===== src/rtl/i2c_target_regs.sv =====
// I2C target with a small register bank, clocked entirely by pclk.
// SCL/SDA are oversampled; SDA is driven open-drain through sda_oe, and SCL
// is never driven.
module i2c_target_regs #(
    parameter logic [6:0] TARGET_ADDR = 7'h50,
    parameter int         NUM_REGS    = 4,
    parameter logic [7:0] REG_RST     = 8'h00,
    localparam int        AW          = $clog2(NUM_REGS)
) (
    input  logic          pclk,
    input  logic          preset_n,
    input  logic          scl_i,
    input  logic          sda_i,
    output logic          sda_oe,
    output logic          busy,
    output logic          wr_stb,
    output logic [AW-1:0] wr_addr,
    output logic [7:0]    wr_data,
    input  logic [AW-1:0] dbg_addr,
    output logic [7:0]    dbg_data
);

    typedef enum logic [2:0] {
        IDLE, ADDR, ADDR_ACK, WR_BYTE, WR_ACK, RD_BYTE, RD_ACK, RD_WAIT
    } state_t;

    logic          scl_s1_reg, scl_s2_reg, scl_hist_reg;
    logic          sda_s1_reg, sda_s2_reg, sda_hist_reg;
    state_t        state_reg, state_next;
    logic [2:0]    bit_cnt_reg, bit_cnt_next;
    // Only 7 bits are kept: on receive the 8th bit comes straight from the
    // pin, and on transmit bit 7 is driven the moment the byte is loaded.
    logic [6:0]    shreg_reg, shreg_next;
    logic          rw_reg, rw_next;
    logic          first_byte_reg, first_byte_next;
    logic          ack_phase_reg, ack_phase_next;
    logic          sda_oe_reg, sda_oe_next;
    logic          busy_reg, busy_next;
    logic [AW-1:0] pointer_reg, pointer_next;
    logic          wr_stb_reg, wr_stb_next;
    logic [AW-1:0] wr_addr_reg, wr_addr_next;
    logic [7:0]    wr_data_reg, wr_data_next;
    logic [7:0]    regs [NUM_REGS];

    logic scl_rise, scl_fall, sda_rise, sda_fall, scl_high, start_det, stop_det;
    logic [7:0] rx_byte, rd_byte;

    // Edge and bus-condition decode; an SDA edge coinciding with an SCL edge
    // is a bit edge, never START/STOP.
    assign scl_rise  = scl_s2_reg & ~scl_hist_reg;
    assign scl_fall  = ~scl_s2_reg & scl_hist_reg;
    assign sda_rise  = sda_s2_reg & ~sda_hist_reg;
    assign sda_fall  = ~sda_s2_reg & sda_hist_reg;
    assign scl_high  = scl_s2_reg & scl_hist_reg;
    assign start_det = sda_fall & scl_high;
    assign stop_det  = sda_rise & scl_high;
    assign rx_byte   = {shreg_reg, sda_s2_reg};
    assign rd_byte   = regs[pointer_reg];

    assign sda_oe   = sda_oe_reg;
    assign busy     = busy_reg;
    assign wr_stb   = wr_stb_reg;
    assign wr_addr  = wr_addr_reg;
    assign wr_data  = wr_data_reg;
    assign dbg_data = regs[dbg_addr];

    // Two-flop synchronizers plus one history flop per bus line.
    always_ff @(posedge pclk or negedge preset_n) begin
        if (!preset_n) begin
            scl_s1_reg <= 1'b1; scl_s2_reg <= 1'b1; scl_hist_reg <= 1'b1;
            sda_s1_reg <= 1'b1; sda_s2_reg <= 1'b1; sda_hist_reg <= 1'b1;
        end else begin
            scl_s1_reg <= scl_i; scl_s2_reg <= scl_s1_reg; scl_hist_reg <= scl_s2_reg;
            sda_s1_reg <= sda_i; sda_s2_reg <= sda_s1_reg; sda_hist_reg <= sda_s2_reg;
        end
    end

    // Protocol state register.
    always_ff @(posedge pclk or negedge preset_n) begin
        if (!preset_n) begin
            state_reg      <= IDLE;
            bit_cnt_reg    <= 3'd0;
            shreg_reg      <= 7'd0;
            rw_reg         <= 1'b0;
            first_byte_reg <= 1'b0;
            ack_phase_reg  <= 1'b0;
            sda_oe_reg     <= 1'b0;
            busy_reg       <= 1'b0;
            pointer_reg    <= '0;
            wr_stb_reg     <= 1'b0;
            wr_addr_reg    <= '0;
            wr_data_reg    <= 8'h00;
        end else begin
            state_reg      <= state_next;
            bit_cnt_reg    <= bit_cnt_next;
            shreg_reg      <= shreg_next;
            rw_reg         <= rw_next;
            first_byte_reg <= first_byte_next;
            ack_phase_reg  <= ack_phase_next;
            sda_oe_reg     <= sda_oe_next;
            busy_reg       <= busy_next;
            pointer_reg    <= pointer_next;
            wr_stb_reg     <= wr_stb_next;
            wr_addr_reg    <= wr_addr_next;
            wr_data_reg    <= wr_data_next;
        end
    end

    // Next-state logic: START/STOP first, then per-state bit handling.
    // ack_phase marks "ACK slot being driven / master ACK seen".
    always_comb begin
        state_next      = state_reg;
        bit_cnt_next    = bit_cnt_reg;
        shreg_next      = shreg_reg;
        rw_next         = rw_reg;
        first_byte_next = first_byte_reg;
        ack_phase_next  = ack_phase_reg;
        sda_oe_next     = sda_oe_reg;
        busy_next       = busy_reg;
        pointer_next    = pointer_reg;
        wr_stb_next     = 1'b0;
        wr_addr_next    = wr_addr_reg;
        wr_data_next    = wr_data_reg;

        if (start_det) begin
            state_next     = ADDR;
            bit_cnt_next   = 3'd0;
            sda_oe_next    = 1'b0;
            busy_next      = 1'b0;
            ack_phase_next = 1'b0;
        end else if (stop_det) begin
            state_next     = IDLE;
            sda_oe_next    = 1'b0;
            busy_next      = 1'b0;
            ack_phase_next = 1'b0;
        end else begin
            case (state_reg)
                ADDR: if (scl_rise) begin
                    shreg_next   = rx_byte[6:0];
                    bit_cnt_next = bit_cnt_reg + 3'd1;
                    if (bit_cnt_reg == 3'd7) begin
                        if (shreg_reg == TARGET_ADDR) begin
                            state_next     = ADDR_ACK;
                            rw_next        = rx_byte[0];
                            busy_next      = 1'b1;
                            ack_phase_next = 1'b0;
                        end else begin
                            state_next = IDLE;
                        end
                    end
                end
                ADDR_ACK: if (scl_fall) begin
                    if (!ack_phase_reg) begin
                        sda_oe_next    = 1'b1;
                        ack_phase_next = 1'b1;
                    end else begin
                        ack_phase_next = 1'b0;
                        bit_cnt_next   = 3'd0;
                        if (rw_reg) begin
                            shreg_next  = rd_byte[6:0];
                            sda_oe_next = ~rd_byte[7];
                            state_next  = RD_BYTE;
                        end else begin
                            sda_oe_next     = 1'b0;
                            first_byte_next = 1'b1;
                            state_next      = WR_BYTE;
                        end
                    end
                end
                WR_BYTE: if (scl_rise) begin
                    shreg_next   = rx_byte[6:0];
                    bit_cnt_next = bit_cnt_reg + 3'd1;
                    if (bit_cnt_reg == 3'd7) begin
                        if (first_byte_reg) begin
                            pointer_next = rx_byte[AW-1:0];
                        end else begin
                            wr_stb_next  = 1'b1;
                            wr_addr_next = pointer_reg;
                            wr_data_next = rx_byte;
                            pointer_next = pointer_reg + AW'(1);
                        end
                        state_next     = WR_ACK;
                        ack_phase_next = 1'b0;
                    end
                end
                WR_ACK: if (scl_fall) begin
                    if (!ack_phase_reg) begin
                        sda_oe_next    = 1'b1;
                        ack_phase_next = 1'b1;
                    end else begin
                        sda_oe_next     = 1'b0;
                        ack_phase_next  = 1'b0;
                        first_byte_next = 1'b0;
                        state_next      = WR_BYTE;
                    end
                end
                RD_BYTE: if (scl_fall) begin
                    if (bit_cnt_reg == 3'd7) begin
                        sda_oe_next    = 1'b0;
                        bit_cnt_next   = 3'd0;
                        ack_phase_next = 1'b0;
                        state_next     = RD_ACK;
                    end else begin
                        sda_oe_next  = ~shreg_reg[6];
                        shreg_next   = {shreg_reg[5:0], 1'b0};
                        bit_cnt_next = bit_cnt_reg + 3'd1;
                    end
                end
                RD_ACK: begin
                    if (scl_rise) begin
                        pointer_next = pointer_reg + AW'(1);
                        if (sda_s2_reg) state_next = RD_WAIT;
                        else            ack_phase_next = 1'b1;
                    end else if (scl_fall && ack_phase_reg) begin
                        // Pointer already advanced on the ACK rise.
                        shreg_next     = rd_byte[6:0];
                        sda_oe_next    = ~rd_byte[7];
                        bit_cnt_next   = 3'd0;
                        ack_phase_next = 1'b0;
                        state_next     = RD_BYTE;
                    end
                end
                RD_WAIT: sda_oe_next = 1'b0;
                default: ;
            endcase
        end
    end

    // Register bank, updated from the registered write strobe.
    always_ff @(posedge pclk or negedge preset_n) begin
        if (!preset_n) begin
            for (int i = 0; i < NUM_REGS; i++) regs[i] <= REG_RST;
        end else if (wr_stb_reg) begin
            regs[wr_addr_reg] <= wr_data_reg;
        end
    end

endmodule

===== config.mk =====
export PLATFORM = sky130hd
export DESIGN_NAME = i2c_target_regs
export DESIGN_NICKNAME = d
export VERILOG_FILES = /design/src/rtl/i2c_target_regs.sv
export SDC_FILE = /design/constraint.sdc
export NUM_CORES = 1
export LEC_CHECK = 0
export CAP_MARGIN = 10
export CORE_MARGIN = 4
export CORE_UTILIZATION = 44
export CTS_CLUSTER_DIAMETER = 80
export DETAILED_ROUTE_END_ITERATION = 6
export GPL_TIMING_DRIVEN = 0
export RECOVER_POWER = 100
export SLEW_MARGIN = 25
export SYNTH_ARGS = -nofsm -noshare
export SYNTH_HDL_FRONTEND = slang
export SYNTH_SLANG_ARGS = --single-unit

===== constraint.sdc =====
create_clock -name pclk -period 3.45 [get_ports pclk]
set_input_delay 0.5175 -clock pclk [delete_from_list [all_inputs] [get_ports pclk]]
set_output_delay 0.5175 -clock pclk [all_outputs]
set_load 0.01 [all_outputs]

Figure 1. Signal wires on met1 (run 1).
Bar = 20 um. Supply wires on this layer in grey.
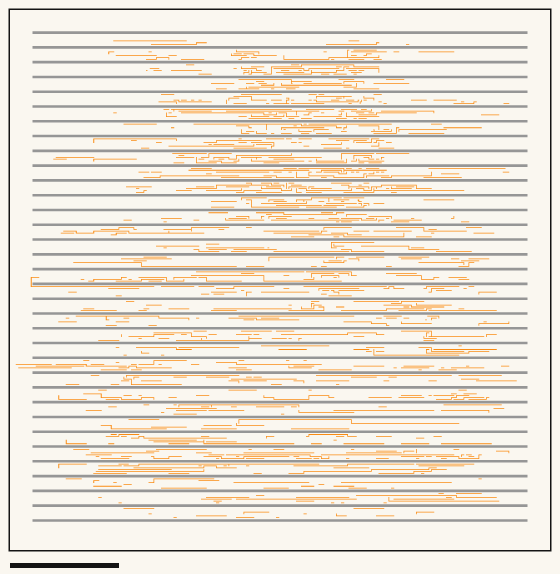
longest straight run = 33.1 um
share of all routed wire = 47%
nets with wire on the layer = 306

Figure 2. Metal 2 (run 1).
Bar = 20 um.
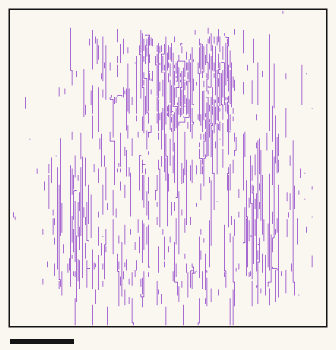
wire length on this layer = 3700 um
longest straight run = 44.5 um

==> deck_impl_summary.md, run 1 <==
Implementation Results

Yosys
  • Synth unique cells: 55
  • Most used flip-flop cell: sky130_fd_sc_hd__dfrtp_1
  • Post-Syn Area per Cell: ~12 sq um
  • Top-area cell type share of the netlist area: 42.93%
  • Yosys stat area: about 0.0037 sq mm
  • Seq share, synth: 47.22%
  • Floorplan net count: 302
  • Yosys cell count: 294
  • Most used standard cell by instance count after synthesis: sky130_fd_sc_hd__dfrtp_1
  • Cell types with the largest area share after synthesis: sky130_fd_sc_hd__dfrtp_1 43%, sky130_fd_sc_hd__mux2_2 18%, sky130_fd_sc_hd__mux4_2 9.8%
  • Post-synthesis cell area: 0.003672 sq mm
  • Count of yosys warnings during synthesis: 0
  • Post-synth top cells: 63 x sky130_fd_sc_hd__dfrtp_1, 59 x sky130_fd_sc_hd__mux2_2, 20 x sky130_fd_sc_hd__nor2_1
  • Ys async rst share: 100.0%
  • Synth Register Bits: 69
  • Cell count after synthesis: just under 300
  • Number of enable-type register cells in the synthesized netlist: 0
  • Area leader, netlist: sky130_fd_sc_hd__dfrtp_1

Timing
  • Slew headroom: 8.386%
  • Achievable frequency: 355.8 MHz
  • Finish-stage setup viols: 0
  • Post-Route Skew: 0.01051 ns
  • Final hold vios: 0
  • Post-route setup TNS: 0 ns
  • Transition at the pin with the smallest max-transition slack: 1.371 ns
  • Setup slack after layout: 0.6394 ns
  • Max-slew violation count: 0
  • Final period demand of the worst path: ~2.8 ns
  • Fraction of the cycle the final worst path needs: 81.47%
  • Setup repair after global routing missed its margin: no

Floorplan
  • Effective utilization at floorplan: 44.92%
  • Row cnt: 33
  • Width of the die: 99.36 um
  • Vertical die dimension: 99.36 um
  • Total die size: 0.009871 sq mm
  • I/O pins: 27
  • Core area: 0.008175 sq mm

Outcome
  • Status: finished, final reports clean

Global route
  • Via count of the first global-routing pass: approximately 2500
  • Maximum number of pins on one net before global-route repair: 50
  • Antenna violations before repair: 0
  • GR Util All Layers: 17.46%
  • Wire length of the first global-routing pass: 13.29 mm

Layout
  • Layout-stage area growth over the synthesis result: 13.70%
  • Inserted Diodes: 0
  • Utilization of the core after routing: 51.07%
  • Number of flip-flops in the largest register: 32
  • Final-stage net count: 338
  • Fraction of layout instances using a drive strength above 1: 31.14%
  • Number of filler cells placed in the layout: approximately 720
  • Cell Count, Final, Fillers Out: approximately 440

Routing
  • Router iterations before antenna repair: 6
  • ANT nets after route: 0
  • Wire per inst: 18.21 um
  • Vias per inst: 5.763
  • Iteration-0 DRC Markers: 124
  • Routed Wire Length: ~8 mm
  • Via total after detailed routing: around 2500

Clocking
  • H-tree level count: 3
  • Clock-pin slew on the worst setup and hold paths: 0.08 ns
  • Total clock buffers created by CTS: 9
  • CTS tree: yes
  • Clock network latency to the later pin of the worst-skew pair: roughly 0.35 ns
  • Sinks on Clock Net: a little under 70
  • Total of hold buffers inserted after clock tree synthesis: 0
  • Number of buffers between clock root and the deepest sink: 2
  • Clock Tree Root: sky130_fd_sc_hd__clkbuf_8
  • Number of setup buffers added after CTS: 0

Flow run
  • OpenROAD warning count: 26
  • Number of max-capacitance violations reported: 0

Setup path
  • Critical path arrival: 2.29 ns
  • Element type at the critical path start: input pin
  • CP Class: input pin to output pin
  • CP required: slightly below 3 ns
  • Reg-to-reg setup timing slack: 0.82 ns
  • Setup crit end kind: output pin
  • Capturing point of the worst reg2reg path: bit_cnt_reg[0]
  • Maximum fanout along the worst path: 8
  • Number of cells traversed by the worst register-to-register path: 6

Min path
  • Hold Path Class: input pin to async pin

Power and ir drop
  • Leakage power total: 1.932 nW
  • Peak supply drop: 0.1777 mV
  • Power density over the cells: 417.5 mW/mm^2

Placed design
  • Post-placement setup slack: roughly 0.7 ns
  • Tally of buffers added on design ports: 24
  • Placed wire-length estimate: about 5.6 mm
  • RePlAce Congestion: 0.8783
Figure 3. Met3 routing (run 1).
Cells faint in the background.
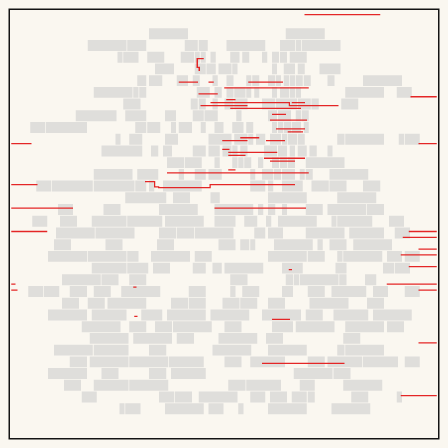
nets with wire on the layer = 42
main direction = horizontal
longest straight run = 32.7 um

## run 1: area by class of cell
type | instances | area [sq um] | share of cell area [%]
buffer | 17 | 76.32 | 1.828
tap | 105 | 131.4 | 3.147
clock buffer | 9 | 123.9 | 2.967
inverter | 6 | 22.52 | 0.5394
multi-input combinational | 202 | 1799 | 43.09
sequential | 69 | 1734 | 41.53
timing repair buffer | 25 | 239.0 | 5.724
clock inverter | 6 | 48.80 | 1.169
## run 1: where the power goes
group	total, W	switching [W]	leakage (nW)	internal, W
logic	0.000283	0.000167	0.920	0.000116
clock network	0.000581	0.000319	0.0783	0.000262
registers	0.000879	0.0000276	0.933	0.000851
## run 1: worst max path at each step
stage	start	end	slack (ns)	depth (start not counted)
CTS	dbg_addr[0]	dbg_data[3]	0.70	3
floorplan	bit_cnt_reg[0]	shreg_reg[0]	1.39	6
global placement	preset_n	bit_cnt_reg[2]	-0.55	1
detailed placement	dbg_addr[0]	dbg_data[3]	0.70	3
global route	dbg_addr[0]	dbg_data[3]	0.48	3
finish	dbg_addr[0]	dbg_data[3]	0.64	3
## run 1: worst max-delay path: stages
cell and delay (ns):
sky130_fd_sc_hd__clkbuf_1 0.54, sky130_fd_sc_hd__mux4_2 0.61, sky130_fd_sc_hd__dlygate4sd3_1 0.62
## run 1: cell usage in the layout (no fill, tap or decap), drive strengths merged, types with 3 or more instances in the layout
master,count
clkinvlp,3
nor3b,3
o21ai,11
mux4,16
dlygate4sd3,23
nand2b,5
mux2,59
nor2,20
nand3b,5
dfrtp,63
a21oi,12
inv,8
clkbuf,22
buf,6
nand2,16
o22ai,3
nand3,6
o221ai,4
o31ai,3
a31oi,3
dfstp,6
## run 1: cells by family (layout without fill, tap and decap cells)
logic type	Yosys count	in the layout	synth area share [%]
multiplexers	77	77	28.45
XOR/XNOR	2	2	0.4771
flip-flops	69	69	47.22
buffers and inverters	23	63	2.862
adder cells (fa/ha/maj)	2	2	0.6813
AND/OR/NAND/NOR	71	71	10.39
AND-OR/OR-AND	50	50	9.915
## run 1: stage by stage
stage | hold slack, ns | total power (W) | area (sq um)
2_1_floorplan | 0.2219 | 0.001106 | 3672
3_3_place_gp | 0.3455 | 0.001189 | 4044
3_5_place_dp | 0.3468 | 0.001196 | 4069
4_1_cts | 0.05010 | 0.001781 | 4242
5_1_grt | 0.3590 | 0.001845 | 4175
6_report | 0.3565 | 0.001743 | 4175
## run 1: per-layer routing
| metal | wire length (um) | up-vias | global-route usage [%] |
|---|---|---|---|
| li1 | - | 1172 | - |
| met1 | 3789 | 1266 | 25.20 |
| met2 | 3703 | 84 | 25.93 |
| met3 | 402 | 8 | 3.576 |
| met4 | 100 | 0 | 6.933 |
| met5 | 0 | - | 0 |
--- run 2 (diff from run 1) ---
==> constraint.sdc (replaced) <==
create_clock -name pclk -period 2.6 [get_ports pclk]
set_input_delay 0.39 -clock pclk [delete_from_list [all_inputs] [get_ports pclk]]
set_output_delay 0.39 -clock pclk [all_outputs]
set_load 0.01 [all_outputs]
==> run 2 against run 1 <==
Sequential share of layout area is 0.16 points lower. Register-to-register slack worse by 0.64 ns. Non-clock buffer count is 1 higher. Synthesized cell count stayed put. Final area is 0.39% higher. Critical path type unchanged. Largest cell class unchanged. Largest power group unchanged.
==> deck_impl_summary.md, run 2 <==
Implementation Results

Floorplan
  • Effective utilization at floorplan: 44.92%
  • Core area: between 0.008 and 0.009 sq mm
  • Vertical die dimension: 99.36 um

Clocking
  • CTS tree: yes
  • Clock Tree Root: sky130_fd_sc_hd__clkbuf_8
  • Total clock buffers created by CTS: 9
  • Clock-pin slew on the worst setup and hold paths: ~0.07 ns
  • Number of buffers between clock root and the deepest sink: 2

Global route
  • Wire length of the first global-routing pass: 13.29 mm
  • Maximum number of pins on one net before global-route repair: 50
  • GR Util All Layers: 17.46%
  • Antenna violations before repair: 0
  • Via count of the first global-routing pass: roughly 2500

Routing
  • Router iterations before antenna repair: 4
  • Wire per inst: roughly 18 um
  • Routed Wire Length: 7.987 mm
  • ANT nets after route: 0

Timing
  • Final hold vios: 0
  • Fraction of the cycle the final worst path needs: 93.61%
  • Max-slew violation count: 0
  • Finish-stage setup viols: 0
  • Achievable frequency: 410.9 MHz
  • Post-route setup TNS: 0 ns
  • Setup repair after global routing missed its margin: no
  • Final period demand of the worst path: roughly 2.4 ns
  • Transition at the pin with the smallest max-transition slack: 1.373 ns

Setup path
  • CP required: 2.21 ns
  • Element type at the critical path start: input pin
  • Setup crit end kind: output pin
  • CP Class: input pin to output pin
  • Critical path arrival: between 2 and 2.5 ns
  • Number of cells traversed by the worst register-to-register path: 7
  • Maximum fanout along the worst path: 8
  • Reg-to-reg setup timing slack: between 0.15 and 0.2 ns
  • Capturing point of the worst reg2reg path: state_reg[1]

Layout
  • Inserted Diodes: 0
  • Top library cells by usage in the layout, fill and taps aside: 63 x sky130_fd_sc_hd__dfrtp_1, 59 x sky130_fd_sc_hd__mux2_2, 20 x sky130_fd_sc_hd__nor2_1
  • Final-stage net count: 339
  • Fraction of layout instances using a drive strength above 1: 31.64%
  • Number of flip-flops in the largest register: 32
  • Number of filler cells placed in the layout: approximately 700

Yosys
  • Cell types with the largest area share after synthesis: sky130_fd_sc_hd__dfrtp_1 43%, sky130_fd_sc_hd__mux2_2 18%, sky130_fd_sc_hd__mux4_2 9.8%
  • Xor/xnor share of the synthesized area: less than 1%
  • Area leader, netlist: sky130_fd_sc_hd__dfrtp_1
  • Seq share, synth: 47.22%
  • Ys async rst share: 100.0%
  • Simple logic cell fraction of the synthesized area: 10.39%
  • Logic family by area: multiplexers
  • Most used standard cell by instance count after synthesis: sky130_fd_sc_hd__dfrtp_1
  • Synth unique cells: 55
  • Portion of netlist area occupied by mux cells: roughly 28%
  • Post-synthesis cell area: 0.003672 sq mm
  • Yosys stat area: 0.003672 sq mm
  • Most used flip-flop cell: sky130_fd_sc_hd__dfrtp_1
  • Top-area cell type share of the netlist area: 42.93%
  • Count of yosys warnings during synthesis: 0
  • Area fraction in full adders, half adders and majority gates: 0.6814%

Placed design
  • Tally of buffers added on design ports: 24
  • RePlAce Congestion: 0.8783
  • Placed wire-length estimate: ~5.6 mm

Power and ir drop
  • Peak supply drop: roughly 0.24 mV
  • Leakage power total: 1.910 nW
  • Total power of the final layout: 0.002313 W
  • Power density over the cells: 551.7 mW/mm^2
  • Switching Fraction: 29.34%
  • Fraction of power consumed by the clock network: around a third
  • Sequential fraction of design power: 50.4%

Outcome
  • Status: finished, final reports clean

Flow run
  • Number of max-capacitance violations reported: 0
run 2: cell counts after synthesis:
No cell type changed its count.
run 2: layer usage:
metal	vias up	wire, um	GRT usage [%]
met4	0	123	6.933
met3	11	437	3.576
met1	1273	3732	25.20
met2	71	3694	25.93
met5	-	0	0
li1	1173	-	-
run 2: layout make-up:
cell class	instances	area, sq um	area share [%]
clock inverters	6	48.80	1.164
flip-flops and latches	69	1734	41.37
inverters	6	22.52	0.5373
multi-input cells	202	1802	42.99
plain buffers	17	77.57	1.851
well taps	105	131.4	3.134
clock buffers	9	123.9	2.955
repair buffers	26	251.5	6.000
run 2: worst max path at each step:
stage | from | endpoint | slack, ns | depth (start not counted)
floorplan | bit_cnt_reg[0] | shreg_reg[0] | 0.54 | 6
global placement | preset_n | bit_cnt_reg[2] | -1.28 | 1
detailed placement | dbg_addr[0] | dbg_data[3] | 0.11 | 3
CTS | dbg_addr[0] | dbg_data[3] | 0.10 | 3
global route | dbg_addr[0] | dbg_data[4] | 0.007 | 3
finish | dbg_addr[0] | dbg_data[3] | 0.17 | 3
run 2: logic make-up (layout without fill, tap and decap cells):
| family | after synthesis | count (layout) |
|---|---|---|
| AND-OR/OR-AND | 50 | 50 |
| XOR/XNOR | 2 | 2 |
| adder cells (fa/ha/maj) | 2 | 2 |
| buffers and inverters | 23 | 64 |
| flip-flops | 69 | 69 |
| multiplexers | 77 | 77 |
| AND/OR/NAND/NOR | 71 | 71 |
run 2: power by group through the flow:
| stage | sequential, W | combinational [W] | clock, W |
|---|---|---|---|
| after CTS | 0.00117 | 0.000401 | 0.000796 |
| after global routing | 0.00117 | 0.000422 | 0.000854 |
| after global placement | 0.00119 | 0.000391 | 0 |
| after detailed placement | 0.00119 | 0.000398 | 0 |
| after floorplan | 0.00118 | 0.000290 | 0 |
| final | 0.00117 | 0.000377 | 0.000770 |
run 2: stage by stage:
stage	worst slack, ns	cell area [sq um]	util, %	std cells	hold WS [ns]
3_3_place_gp	-1.277	4044	49.46	423	0.3455
2_1_floorplan	0.5431	3672	-	294	0.09441
5_1_grt	0.006606	4192	51.27	440	0.3590
6_report	0.1660	4192	51.27	440	0.3565
4_1_cts	0.1022	4252	52.00	440	0.3572
3_5_place_dp	0.1050	4069	49.77	424	0.3062
run 2: what timing repair did:
action	in CTS	in global routing
buffers inserted	0	0
endpoints found under the setup margin	0	0
hold endpoints to repair	20	0
hold buffers	1	0
run 2: worst max-delay path, stage by stage:
cell	delay, ns
sky130_fd_sc_hd__clkbuf_1	0.54
sky130_fd_sc_hd__mux4_2	0.61
sky130_fd_sc_hd__clkdlybuf4s50_1	0.50
Figure 4. Met3 routing (run 2).
Cells faint in the background.
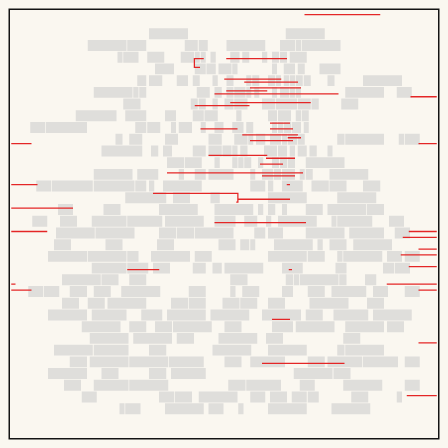
wire length on this layer = 437 um
longest straight run = 31.3 um
share of all routed wire = 5.5%
nets with wire on the layer = 36
main direction = horizontal

Figure 5. Signal wires on met1 (run 2).
Bar = 20 um. Supply wires on this layer in grey.
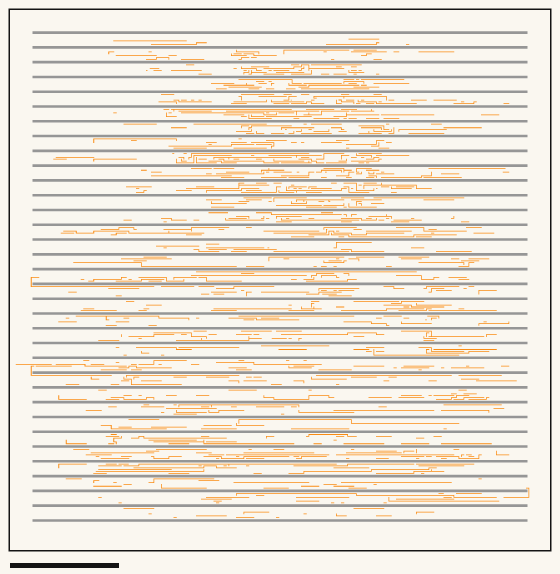
share of all routed wire = 47%
main direction = horizontal
wire length on this layer = 3730 um
longest straight run = 40.5 um

--- run 3 (diff from run 2) ---
--- a/config.mk
+++ b/config.mk
@@ -6,11 +6,14 @@
 export NUM_CORES = 1
 export LEC_CHECK = 0
 export CAP_MARGIN = 10
+export CELL_PAD_IN_SITES_DETAIL_PLACEMENT = 1
+export CELL_PAD_IN_SITES_GLOBAL_PLACEMENT = 1
 export CORE_MARGIN = 4
 export CORE_UTILIZATION = 44
 export CTS_CLUSTER_DIAMETER = 80
 export DETAILED_ROUTE_END_ITERATION = 6
 export GPL_TIMING_DRIVEN = 0
+export PLACE_DENSITY_LB_ADDON = 0.1
 export RECOVER_POWER = 100
 export SLEW_MARGIN = 25
 export SYNTH_ARGS = -nofsm -noshare
==> constraint.sdc (replaced) <==
create_clock -name pclk -period 2.6 [get_ports pclk]
set_input_delay 0.52 -clock pclk [delete_from_list [all_inputs] [get_ports pclk]]
set_output_delay 0.52 -clock pclk [all_outputs]
set_load 0.01 [all_outputs]
==> run 3 against run 2 <==
Critical path depth unchanged. Area after synthesis unchanged. Hold slack improved by 0.00089 ns. Sequential power about the same. First-iteration DRC count shrank 19%. Sequential share of layout area is 0.37 points lower. Non-clock buffer count shrank 1. Count of clock-buffer cells in the layout rose by 4. Final area increased by 0.90%. Global-route usage is 1.7 points higher. Largest power group unchanged.
==> deck_impl_summary.md, run 3 <==
Implementation Results

Routing
  • Routed Wire Length: roughly 8.6 mm
  • Total length of routed met3 wires: 237 um
  • ANT nets after route: 0
  • Iteration-0 DRC Markers: 115
  • Via total after detailed routing: 2515
  • Met2 routed WL: 3.960 mm
  • Router iterations before antenna repair: 4
  • Post-route met1 wirelength: 4.298 mm
  • Wire per inst: slightly below 20 um
  • Count of unresolved DRC violations after routing: 0
  • Vias per inst: ~5.7
  • Top routing layer in use: met4

Timing
  • Setup slack after layout: 0.1353 ns
  • Final period demand of the worst path: 2.465 ns
  • Fraction of the cycle the final worst path needs: a little over nine tenths
  • Transition at the pin with the smallest max-transition slack: roughly 1.4 ns
  • Slew headroom: 4.185%
  • Achievable frequency: 405.7 MHz
  • Min Hold Slack: 0.3574 ns
  • Finish-stage setup viols: 0
  • Post-Route Skew: roughly 0.011 ns
  • Setup repair after global routing missed its margin: no
  • Post-route setup TNS: 0 ns
  • Final hold vios: 0
  • Max-slew violation count: 0

Layout
  • Number of flip-flops in the largest register: 32
  • Dominant logic cell type in the layout: sky130_fd_sc_hd__dfrtp_1
  • Final-stage net count: 338
  • Layout-stage area growth over the synthesis result: 15.16%
  • Number of filler cells placed in the layout: 862
  • Inserted Diodes: 0
  • Top library cells by usage in the layout, fill and taps aside: 63 x sky130_fd_sc_hd__dfrtp_1, 59 x sky130_fd_sc_hd__mux2_2, 20 x sky130_fd_sc_hd__nor2_1
  • Fraction of layout instances using a drive strength above 1: 31.94%

Yosys
  • Yosys stat area: about 0.0037 sq mm
  • Synth Register Bits: 69
  • Floorplan net count: 302
  • Cell types with the largest area share after synthesis: sky130_fd_sc_hd__dfrtp_1 43%, sky130_fd_sc_hd__mux2_2 18%, sky130_fd_sc_hd__mux4_2 9.8%
  • Most used standard cell by instance count after synthesis: sky130_fd_sc_hd__dfrtp_1
  • Post-synthesis cell area: 0.003672 sq mm
  • Synth unique cells: 55
  • Most used flip-flop cell: sky130_fd_sc_hd__dfrtp_1
  • Area leader, netlist: sky130_fd_sc_hd__dfrtp_1
  • Number of enable-type register cells in the synthesized netlist: 0
  • Top-area cell type share of the netlist area: 42.93%
  • Seq share, synth: 47.22%
  • Cell count after synthesis: 294
  • Post-synth top cells: 63 x sky130_fd_sc_hd__dfrtp_1, 59 x sky130_fd_sc_hd__mux2_2, 20 x sky130_fd_sc_hd__nor2_1
  • Post-Syn Area per Cell: 12.49 sq um
  • Count of yosys warnings during synthesis: 0
  • Ys async rst share: 100.0%
  • Yosys cell count: 294

Setup path
  • CP required: 2.08 ns
  • Setup crit end kind: output pin
  • Critical path arrival: between 1.5 and 2 ns
  • Critical path's largest stage delay: just over 0.5 ns
  • Max stage delay cell, worst path: sky130_fd_sc_hd__clkbuf_1
  • Maximum fanout along the worst path: 8
  • Element type at the critical path start: input pin
  • CP Class: input pin to output pin
  • CP cell instances: clkbuf_1 > mux4_2 > clkdlybuf4s50_1

Clocking
  • Total of hold buffers inserted after clock tree synthesis: 0
  • Clock Tree Root: sky130_fd_sc_hd__clkbuf_8
  • CTS tree: yes
  • H-tree level count: 3
  • Clock-pin slew on the worst setup and hold paths: 0.07 ns
  • Total clock buffers created by CTS: 9
  • Sinks on Clock Net: 69
  • Number of buffers between clock root and the deepest sink: 2
  • Number of setup buffers added after CTS: 0
  • Clock network latency to the later pin of the worst-skew pair: ~0.34 ns

Placed design
  • Placed wire-length estimate: about 6.2 mm
  • Post-placement setup slack: -0.1424 ns
  • RePlAce Congestion: about 0.8
  • Tally of buffers added on design ports: 24

Floorplan
  • I/O pins: 27
  • Core area: around 0.0082 sq mm
  • Total die size: 0.009871 sq mm
  • Effective utilization at floorplan: between 40 and 50%
  • Width of the die: 99.36 um
  • Vertical die dimension: 99.36 um
  • Row cnt: 33

Global route
  • Via count of the first global-routing pass: 2638
  • GR Util All Layers: 19.19%
  • Antenna violations before repair: 0
  • Wire length of the first global-routing pass: about 15 mm
  • Overflow after GRT: 0
  • Maximum number of pins on one net before global-route repair: 50

Power and ir drop
  • Leakage power total: 1.931 nW
  • Peak supply drop: around 0.25 mV
  • Power density over the cells: 576.1 mW/mm^2

Min path
  • Hold Path Class: register to register

Flow run
  • Number of max-capacitance violations reported: 0
  • OpenROAD warning count: 26

Outcome
  • Status: finished, final reports clean
## run 3: cell counts after synthesis
No cell type changed its count.
## run 3: repair_timing
action / 4_1_cts / 5_1_grt
endpoints found under the setup margin: 8 / 0
hold endpoints to repair: 0 / 0
resized: 1 / 0
## run 3: metal layers
| layer | global-route usage (%) | up-vias |
|---|---|---|
| met1 | 28.81 | 1295 |
| met5 | 0 | - |
| met2 | 27.84 | 38 |
| met3 | 4.137 | 4 |
| li1 | - | 1178 |
| met4 | 5.882 | 0 |
## run 3: metrics by stage
stage	cells	instance area, sq um	power [W]	utilization (%)
2_1_floorplan	294	3672	0.001468	-
3_3_place_gp	423	4044	0.001581	49.46
3_5_place_dp	424	4069	0.001597	49.77
4_1_cts	440	4264	0.002474	52.16
5_1_grt	440	4229	0.002586	51.73
6_report	440	4229	0.002437	51.73
## run 3: final timing paths
| check | from | endpoint | slack, ns | cells after the start |
|---|---|---|---|---|
| setup / recovery | dbg_addr[1] | dbg_data[4] | 0.14 | 3 |
| hold / removal | sda_s1_reg | sda_s2_reg | 0.36 | 0 |
| setup reg to reg | sda_s2_reg | bit_cnt_reg[0] | 0.20 | 6 |
| hold reg to reg | sda_s1_reg | sda_s2_reg | 0.36 | 0 |
| max in group asynchronous | preset_n | sda_hist_reg | 1.26 | 2 |
| min in group asynchronous | preset_n | regs[25] | 0.44 | 1 |
## run 3: kinds of logic after synthesis
logic type	count (synthesis)	synth area share [%]
AND-OR/OR-AND	50	9.915
XOR/XNOR	2	0.4771
adder cells (fa/ha/maj)	2	0.6813
buffers and inverters	23	2.862
flip-flops	69	47.22
multiplexers	77	28.45
AND/OR/NAND/NOR	71	10.39
## run 3: report_power, final
part           switching, W  leakage, nW  internal [W]  total [W]
Sequential        0.0000374        0.933       0.00113    0.00117
Clock              0.000405       0.0899      0.000471   0.000876
Combinational      0.000233        0.908      0.000161   0.000394
Total              0.000675         1.93       0.00176    0.00244
## run 3: final cells by class
cell class / instances / area [sq um] / area share, %
buffer: 17 / 80.08 / 1.893
clock inverter: 3 / 45.04 / 1.065
multi-input combinational: 202 / 1805 / 42.69
timing repair buffer: 25 / 261.5 / 6.183
clock buffer: 13 / 148.9 / 3.521
tap: 105 / 131.4 / 3.107
sequential: 69 / 1734 / 41.01
inverter: 6 / 22.52 / 0.5325
## run 3: worst max-delay path: cells and delay by family
family                 cells  cell delay, ns
buffers and inverters      2            1.00
multiplexers               1            0.42
Figure 6. Track usage over the die (run 3).
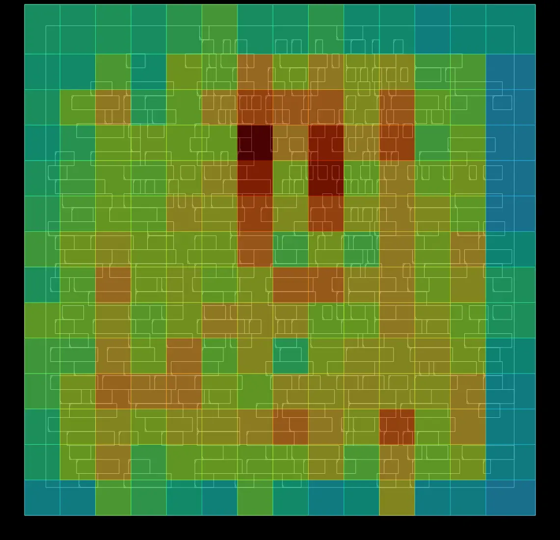
met2 capacity usage during global routing: 27.84%
global routing met3 resource utilization: 4.137%
most heavily used metal layer in global routing: met1
utilization of the core after routing: 51.73%

Figure 7. Metal 2 (run 3).
Bar = 20 um.
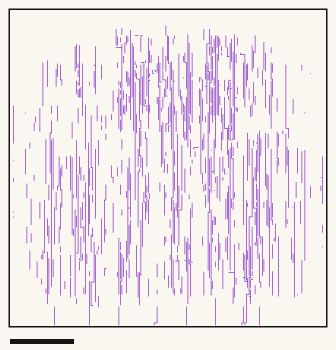
wire length on this layer = 3960 um
main direction = vertical
longest straight run = 45.9 um
nets with wire on the layer = 307
share of all routed wire = 46%


==> layout pictures side by side <==
Clock network drawn from the DEF.
panel A
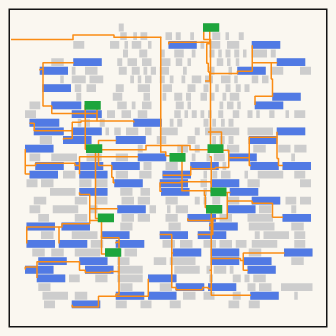
panel B
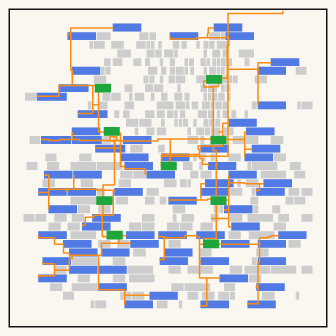
Run 1 is panel B.
Run 3 is panel A.

Key to panel A:
blue -> flip-flops  # count 69
green -> clock drivers  # count 9
orange -> clock wires  # length 943 um
routed clock nets = 10

Power and IR drop assume default switching activity.
